### config.mk
export PLATFORM = sky130hd
export DESIGN_NAME = mux81_rr_sched
export DESIGN_NICKNAME = d
export VERILOG_FILES = /design/src/rtl/mux81_sched_pkg.sv /design/src/rtl/mux81_rr_pick.sv /design/src/rtl/mux81_rr_sched.sv
export SDC_FILE = /design/constraint.sdc
export NUM_CORES = 1
export LEC_CHECK = 0
export CAP_MARGIN = 10
export CORE_ASPECT_RATIO = 0.8
export CORE_MARGIN = 2
export CORE_UTILIZATION = 26
export DETAILED_ROUTE_END_ITERATION = 10
export MAX_ROUTING_LAYER = met4
export PLACE_DENSITY = 0.49
export SYNTH_ARGS = -nofsm -noshare
export SYNTH_HDL_FRONTEND = slang
export SYNTH_SLANG_ARGS = --single-unit
### constraint.sdc
create_clock -name clock -period 3.57 [get_ports clock]
set_clock_uncertainty 0.05 [all_clocks]
set_input_delay 0.714 -clock clock [delete_from_list [all_inputs] [get_ports clock]]
set_output_delay 0.714 -clock clock [all_outputs]
set_load 0.01 [all_outputs]
### src/rtl/mux81_sched_pkg.sv
// Shared types and constants for the 8-way round-robin MUX81 scheduler.
package mux81_sched_pkg;

  localparam int N_SRC = 8;
  localparam int SEL_W = 3;

  typedef enum logic [1:0] {IDLE, GRANT, RELEASE} sched_state_t;
  typedef logic [N_SRC-1:0] req_vec_t;

  // Pointer reset value chosen so the first search after reset starts at index 0.
  localparam logic [SEL_W-1:0] LAST_RST = SEL_W'(N_SRC - 1);

endpackage

### src/rtl/mux81_rr_pick.sv
// Round-robin pick: lowest set req bit searching upward from last+1 with wrap.
// Purely combinational (0 cycles); no backpressure.
module mux81_rr_pick
  import mux81_sched_pkg::*;
(
  input  req_vec_t         req,
  input  logic [SEL_W-1:0] last,
  output logic [SEL_W-1:0] winner,
  output logic             any
);

  // Walk from the lowest-priority offset to the highest so the nearest match wins.
  always_comb begin
    winner = '0;
    any    = |req;
    for (int i = N_SRC; i >= 1; i--) begin
      if (req[last + SEL_W'(i)]) winner = last + SEL_W'(i);
    end
  end

endmodule

### src/rtl/mux81_rr_sched.sv
// Round-robin owner of one MUX81: grant 1 cycle after req, at most HOLD_MAX cycles, 1 release cycle.
// Samples trail grant by 1 cycle; no backpressure. MUX81_SCHED_STATS_EN adds per-source grant counters.
module mux81_rr_sched
  import mux81_sched_pkg::*;
#(
  parameter int HOLD_MAX = 4,
  parameter int CNT_W    = 8
) (
  input  logic             clock,
  input  logic             reset_b,
  input  req_vec_t         req,
  input  logic             y_in,
  output logic [SEL_W-1:0] select,
  output logic             enable_b,
  output req_vec_t         grant,
  output logic             sample_data,
  output logic [SEL_W-1:0] sample_src,
  output logic             sample_valid,
`ifdef MUX81_SCHED_STATS_EN
  input  logic [SEL_W-1:0] stat_sel,
  output logic [15:0]      stat_count,
`endif
  output logic             busy
);

  sched_state_t     state_q;
  logic [SEL_W-1:0] select_q;
  logic [SEL_W-1:0] last_q;
  logic [CNT_W-1:0] hold_cnt_q;
  req_vec_t         grant_q;
  logic             enable_b_q;
  logic             busy_q;
  logic             sample_data_q;
  logic [SEL_W-1:0] sample_src_q;
  logic             sample_valid_q;

  logic [SEL_W-1:0] pick_winner;
  logic             pick_any;
  logic             launch_d;
  logic             grant_end_d;

  mux81_rr_pick u_pick (
    .req    (req),
    .last   (last_q),
    .winner (pick_winner),
    .any    (pick_any)
  );

  // IDLE and RELEASE both launch a new grant straight from the picker.
  assign launch_d    = (state_q != GRANT) && pick_any;
  assign grant_end_d = !req[last_q] || (hold_cnt_q == CNT_W'(HOLD_MAX - 1));

  always_ff @(posedge clock or negedge reset_b) begin
    if (!reset_b) begin
      state_q        <= IDLE;
      select_q       <= '0;
      last_q         <= LAST_RST;
      hold_cnt_q     <= '0;
      grant_q        <= '0;
      enable_b_q     <= 1'b1;
      busy_q         <= 1'b0;
      sample_data_q  <= 1'b0;
      sample_src_q   <= '0;
      sample_valid_q <= 1'b0;
    end else begin
      sample_valid_q <= 1'b0;
      if (state_q == GRANT) begin
        sample_data_q  <= y_in;
        sample_src_q   <= select_q;
        sample_valid_q <= 1'b1;
      end

      if (launch_d) begin
        state_q    <= GRANT;
        select_q   <= pick_winner;
        last_q     <= pick_winner;
        grant_q    <= req_vec_t'(1) << pick_winner;
        enable_b_q <= 1'b0;
        hold_cnt_q <= '0;
        busy_q     <= 1'b1;
      end else begin
        case (state_q)
          GRANT: begin
            hold_cnt_q <= hold_cnt_q + 1'b1;
            if (grant_end_d) begin
              state_q    <= RELEASE;
              grant_q    <= '0;
              enable_b_q <= 1'b1;
            end
          end
          RELEASE: begin
            state_q <= IDLE;
            busy_q  <= 1'b0;
          end
          default: state_q <= IDLE;
        endcase
      end
    end
  end

`ifdef MUX81_SCHED_STATS_EN
  logic [15:0] stat_q [N_SRC];

  always_ff @(posedge clock or negedge reset_b) begin
    if (!reset_b) begin
      for (int i = 0; i < N_SRC; i++) stat_q[i] <= '0;
    end else if (launch_d && (stat_q[pick_winner] != 16'hFFFF)) begin
      stat_q[pick_winner] <= stat_q[pick_winner] + 16'd1;
    end
  end

  assign stat_count = stat_q[stat_sel];
`endif

  assign select       = select_q;
  assign enable_b     = enable_b_q;
  assign grant        = grant_q;
  assign busy         = busy_q;
  assign sample_data  = sample_data_q;
  assign sample_src   = sample_src_q;
  assign sample_valid = sample_valid_q;

endmodule

Fig. 1: run 1, cells by drive strength
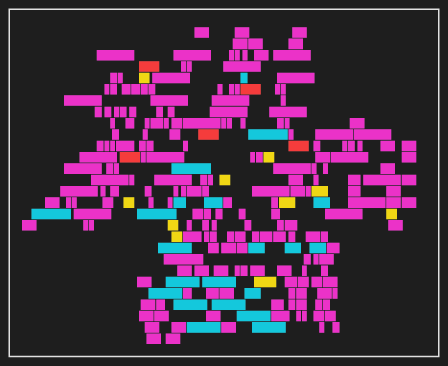
- cyan: _2 cells (cells 21)
- yellow: _3 and _4 cells (cells 10)
- magenta: _0 and _1 cells (cells 204)
- red: _6 and larger (cells 5)
Non-clock buffers: 34
Syn-to-layout area delta: 24.3%
final setup margin: 0.511 ns
fin area: 2520 sq um

Fig. 2: run 1, routing congestion
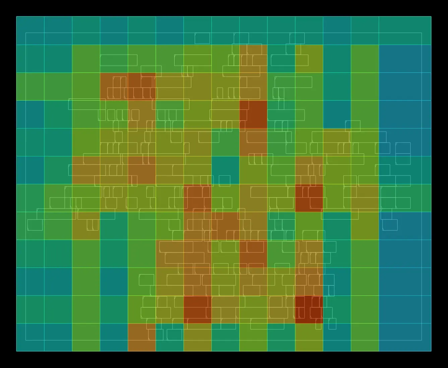
GR met3 Demand/Resource: 3.37%
grt peak-use layer: met1
M1 GR Usage: 18.5%

Fig. 3: run 1, placement by cell class
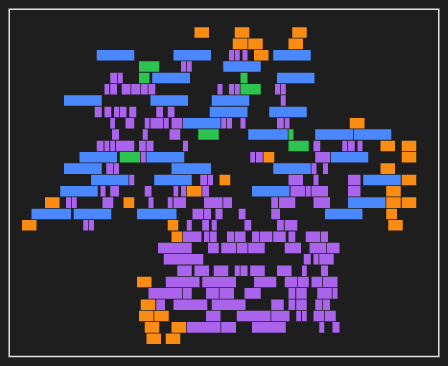
- blue: flops (cells 31; share of their area 33%)
- green: clock drivers and dummy loads (cells 8; share of their area 3.6%)
- purple: combinational and other logic (cells 167; share of their area 50%)
- orange: other buffers and delay cells (cells 34; share of their area 14%)
flop share of the area: 31.0%
core area: 7460 sq um
final core occ: 33.7%
FP Rows: 28

==> flow_metrics.env, run 1 <==
# source this file to load flow results
export IMPL_ys_sh_mux_pct=20.7
export IMPL_clk_pin_slew_ns=0.07
export IMPL_viasPerCell=4.89
export IMPL_top_area_share_pct=33.4
export IMPL_critPathMaxStageDelay_ns=0.58
export IMPL_finalNetCount=253
export IMPL_wl_met3_microns=169
export IMPL_antenna_found_initial=0
export IMPL_min_delay_path_depth=2
export IMPL_slew_viol_final=0
export IMPL_cp_end_kind="register"
export IMPL_cp_top_family="multiplexers"
export IMPL_die_w_microns=103
export IMPL_yosys_area_share_adder_pct=1.85
export IMPL_max_cap_violations=0
export IMPL_worst_path_max_fanout=7
export IMPL_top_cells_by_area="dfrtp_1, mux4_2, mux2i_1"
export IMPL_seq_area_sq_um=781
export IMPL_nClkBuffers=6
export IMPL_hold_viol=0
export IMPL_yosys_area_top_type="dfrtp_1"
export IMPL_die_y_microns=82.9
export IMPL_rsz0062_at_grt="no"
export IMPL_startpoint="req[5]"
export IMPL_status="completed"
export IMPL_finalNonFillerCells=345
export IMPL_common_cells="nand2_1, dfrtp_1, nor2_1, a21oi_1, mux2i_1"
export IMPL_worstSetupStartpointType="input pin"
export IMPL_synth_distinct_cells=46
export IMPL_synthCells=206
export IMPL_hold_path_class="reg2reg"
export IMPL_edf_count=0
export IMPL_vdd_ir_drop_worst_uv=313
export IMPL_worst_r2r_startpoint="last_q[1]$_DFFE_PN1P_"
export IMPL_syn_avg_cell_area_sq_um=9.83
export IMPL_n_all_inverters=7
export IMPL_pwr_share_comb_pct=68.7
export IMPL_final_cell_mix="nand2_1, clkdlybuf4s50_1, dfrtp_1, nor2_1, a21oi_1"
export IMPL_drive_above_1_share_pct=15.0
export IMPL_critical_path_required_ns=3.69
export IMPL_final_antenna_net_count=0
export IMPL_route_final_wire_length_microns=4790
export IMPL_top_cell="nand2_1"
export IMPL_min_delay_start="sample_data$_DFFE_PN0P_"
export IMPL_internal_power_mw=1.44
export IMPL_ff_count=31
export IMPL_wl_met2_microns=2070
export IMPL_dp_hpwl_microns=3590
export IMPL_ys_sh_simple_pct=15.5
export IMPL_crit_slowest_cell="mux4_2"
export IMPL_path_class="in2reg"
export IMPL_post_cts_setup_buffers=0
export IMPL_ys_seq_share_pct=38.6
export IMPL_ys_chip_area_sq_um=2020
export IMPL_pre_cts_ws_ns=0.222
export IMPL_finalClockPeriodUsage_pct=85.7
export IMPL_io_pins=29
export IMPL_reg2reg_depth=9
export IMPL_drt_wirelength_per_cell_microns=13.9
export IMPL_diodes=0
export IMPL_cp_common_cell="a211o_1"
export IMPL_seqPwrFrac_pct=21.5
export IMPL_ys_sh_aoi_pct=18.4
export IMPL_num_vias=1686
export IMPL_cp_cell_sequence="clkdlybuf4s50_1 > mux4_2 > mux2_4 > a211o_1 > a211o_1 > nand3_1 > nor2_1 > a32o_1"
export IMPL_grt_pass1_vias=1569
export IMPL_setup_tns_ns=0
export IMPL_holdPathEnd="sample_data$_DFFE_PN0P_"
export IMPL_drt_pass1_iter_count=4
export IMPL_fp_util_pct=27.1
export IMPL_crit_arrival_ns=3.18
export IMPL_setup_violations_final=0
export IMPL_clk_power_mw=0.266
export IMPL_ys_sh_xor_pct=1.30
export IMPL_crit_buf_inv=1
export IMPL_clk_path_buf_depth=2
export IMPL_cts_hold_buffers=0
export IMPL_well_tap_count=105
export IMPL_logic_area_sq_um=1170
export IMPL_nFillCells=777
export IMPL_p_sw_share_pct=46.8
export IMPL_min_period_ns=3.06
export IMPL_gp_congestion=0.840
export IMPL_largestClassByArea="multi-input combinational cells"
export IMPL_highest_layer="met4"
export IMPL_grt_pass1_wl_microns=8050
export IMPL_clk_latency_ns=0.28
export IMPL_cts_resized=0
export IMPL_p_switching_mw=1.27
export IMPL_top_power_group="combinational cells"
export IMPL_grt_max_degree=32
export IMPL_maxSlewHeadroom_pct=57.5
export IMPL_cts_tree="done"
export IMPL_placed_cells_incl_taps=337
export IMPL_pg_seq_mw=0.583
export IMPL_power_density_nw_per_um2=1080
export IMPL_numSynthFlops=31
export IMPL_cts_root_buf="clkbuf_8"
export IMPL_rrSetupSlack_ns=0.51
export IMPL_m1WireLength_microns=2530
export IMPL_logic_gates=160
export IMPL_comb_cell_share_pct=46.4
export IMPL_ys_dominant_reg_cell="dfrtp_1"
export IMPL_placed_cell_area_sq_um=2430
export IMPL_critPathCapture="grant[5]$_DFFE_PN0P_"
export IMPL_grt_use_met2_pct=16.3
export IMPL_clkCellAreaFrac_pct=3.38
export IMPL_worst_pin_slew_ns=0.635
export IMPL_power_mw=2.71
export IMPL_rr_endpoint="grant[5]$_DFFE_PN0P_"
export IMPL_cts_buffers=5
export IMPL_synth_yosys_warnings=0
export IMPL_warning_count=27
export IMPL_remaining_drc_errors=0
export IMPL_top_logic_kind="multiplexers"
export IMPL_timing_hold_ws_ns=0.430
export IMPL_grtUsageTotal_pct=12.3
export IMPL_ys_cells=206
export IMPL_p_clk_share_pct=9.8
export IMPL_gr_total_overflow=0
export IMPL_synth_cell_area_sq_um=2020
export IMPL_max_freq_ghz=0.327
export IMPL_drt_iter0_drc=115
export IMPL_dieArea_sq_um=8510
export IMPL_cts_htree_levels=2
export IMPL_syn_nets=220
export IMPL_leakagePower_nw=1.02
export IMPL_buf_share_pct=12.9
export IMPL_synthArstFlopShare_pct=100
export IMPL_io_buffers=28
export IMPL_p_comb_mw=1.86
export IMPL_layout_top_cell="nand2_1"
export IMPL_worst_path_stages=8
--- run 2 (diff from run 1) ---
Settings changed: CTS_BUF_LIST set to sky130_fd_sc_hd__clkbuf_8.
Fig. 4: run 2, placement by cell class
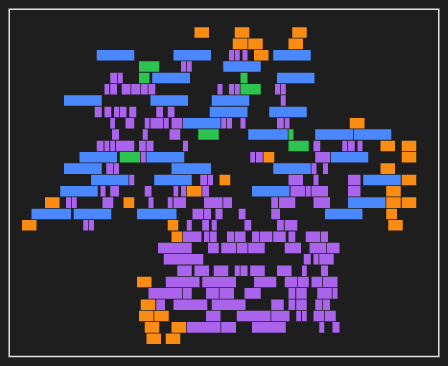
- blue: flops (cells 31; share of their area 33%)
- purple: combinational and other logic (cells 167; share of their area 50%)
- orange: other buffers and delay cells (cells 34; share of their area 14%)
- green: clock drivers and dummy loads (cells 8; share of their area 3.6%)

Fig. 5: run 2, routing congestion
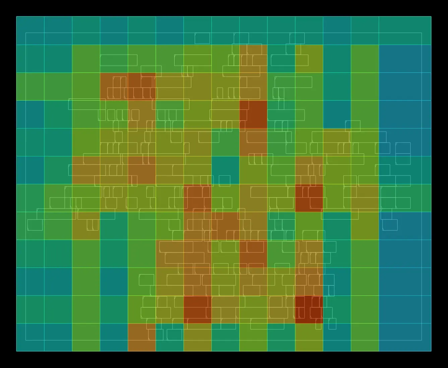
grt met2 use: 16.3%
DR WL/cell: 13.9 microns
overall routing resource usage: 12.3%

==> flow_metrics.env, run 2 <==
# source this file to load flow results
export IMPL_status="completed"
export IMPL_internal_power_mw=1.44
export IMPL_cts_hold_buffers=0
export IMPL_rsz0062_at_grt="no"
export IMPL_worst_slack_ns=0.511
export IMPL_hold_path_class="reg2reg"
export IMPL_seqPwrFrac_pct=21.5
export IMPL_top_cell="nand2_1"
export IMPL_ys_cells=206
export IMPL_top_cells_by_area="dfrtp_1, mux4_2, mux2i_1"
export IMPL_common_cells="nand2_1, dfrtp_1, nor2_1, a21oi_1, mux2i_1"
export IMPL_logic_gates=160
export IMPL_well_tap_count=105
export IMPL_synth_cell_area_sq_um=2020
export IMPL_top_area_share_pct=33.4
export IMPL_dp_hpwl_microns=3590
export IMPL_seq_area_sq_um=781
export IMPL_diodes=0
export IMPL_critPathCapture="grant[5]$_DFFE_PN0P_"
export IMPL_worst_path_stages=8
export IMPL_ys_dominant_reg_cell="dfrtp_1"
export IMPL_crit_slowest_cell="mux4_2"
export IMPL_cp_end_kind="register"
export IMPL_path_class="in2reg"
export IMPL_io_buffers=28
export IMPL_buf_share_pct=12.9
export IMPL_grt_pass1_wl_microns=8050
export IMPL_use_met1_pct=18.5
export IMPL_cp_top_family="multiplexers"
export IMPL_clk_latency_ns=0.28
export IMPL_cts_tree="done"
export IMPL_crit_arrival_ns=3.18
export IMPL_n_all_inverters=7
export IMPL_numSynthFlops=31
export IMPL_max_cap_violations=0
export IMPL_vdd_ir_drop_worst_uv=313
export IMPL_nClkBuffers=5
export IMPL_p_sw_share_pct=46.9
export IMPL_layout_top_cell="nand2_1"
export IMPL_final_area_sq_um=2520
export IMPL_edf_count=0
export IMPL_comb_cell_share_pct=46.4
export IMPL_io_pins=29
export IMPL_yosys_area_top_type="dfrtp_1"
export IMPL_wl_met3_microns=169
export IMPL_cts_root_buf="clkbuf_8"
export IMPL_top_usage_layer="met1"
export IMPL_worst_path_max_fanout=7
export IMPL_reg2reg_depth=9
export IMPL_logic_area_sq_um=1170
export IMPL_ys_sh_mux_pct=20.7
export IMPL_synthArstFlopShare_pct=100
export IMPL_clk_path_buf_depth=2
export IMPL_pg_seq_mw=0.582
export IMPL_setup_violations_final=0
export IMPL_grt_pass1_vias=1569
export IMPL_cts_buffers=5
export IMPL_holdPathEnd="sample_data$_DFFE_PN0P_"
export IMPL_placed_cells_incl_taps=337
export IMPL_ff_count=31
export IMPL_warning_count=27
export IMPL_pwr_share_comb_pct=68.8
export IMPL_cp_common_cell="a211o_1"
export IMPL_clk_power_mw=0.263
export IMPL_viasPerCell=4.89
export IMPL_finalNetCount=253
export IMPL_timing_hold_ws_ns=0.430
export IMPL_gr_total_overflow=0
export IMPL_buffers=34
export IMPL_power_mw=2.71
export IMPL_min_delay_start="sample_data$_DFFE_PN0P_"
export IMPL_worst_pin_slew_ns=0.635
export IMPL_placed_cell_area_sq_um=2430
export IMPL_synth_yosys_warnings=0
export IMPL_power_density_nw_per_um2=1080
export IMPL_final_antenna_net_count=0
export IMPL_fp_coreArea_sq_um=7460
export IMPL_p_clk_share_pct=9.7
export IMPL_yosys_area_share_adder_pct=1.85
export IMPL_finalNonFillerCells=345
export IMPL_antenna_found_initial=0
export IMPL_dieArea_sq_um=8510
export IMPL_m1WireLength_microns=2530
export IMPL_critical_path_required_ns=3.69
export IMPL_ys_sh_aoi_pct=18.4
export IMPL_slew_viol_final=0
export IMPL_ys_sh_simple_pct=15.5
export IMPL_remaining_drc_errors=0
export IMPL_clk_pin_slew_ns=0.07
export IMPL_num_vias=1686
export IMPL_rrSetupSlack_ns=0.51
export IMPL_ys_chip_area_sq_um=2020
export IMPL_drive_above_1_share_pct=15.0
export IMPL_critPathMaxStageDelay_ns=0.58
export IMPL_cts_htree_levels=2
export IMPL_worstSetupStartpointType="input pin"
export IMPL_grtUsageMet3_pct=3.37
export IMPL_p_comb_mw=1.86
export IMPL_fp_util_pct=27.1
export IMPL_clkCellAreaFrac_pct=3.38
export IMPL_wl_met2_microns=2070
export IMPL_startpoint="req[5]"
export IMPL_top_logic_kind="multiplexers"
export IMPL_rows=28
export IMPL_final_cell_mix="nand2_1, clkdlybuf4s50_1, dfrtp_1, nor2_1, a21oi_1"
export IMPL_pre_cts_ws_ns=0.222
export IMPL_post_cts_setup_buffers=0
export IMPL_cts_resized=0
export IMPL_seq_share_pct=31.0
export IMPL_min_delay_path_depth=2
export IMPL_highest_layer="met4"
export IMPL_setup_tns_ns=0
export IMPL_crit_buf_inv=1
export IMPL_synthCells=206
export IMPL_drt_iter0_drc=115
export IMPL_grt_max_degree=32
export IMPL_synth_distinct_cells=46
export IMPL_syn_nets=220
export IMPL_syn_to_final_growth_pct=24.3
export IMPL_min_period_ns=3.06
export IMPL_leakagePower_nw=1.02
export IMPL_largestClassByArea="multi-input combinational cells"
export IMPL_syn_avg_cell_area_sq_um=9.83
export IMPL_hold_viol=0
export IMPL_die_w_microns=103
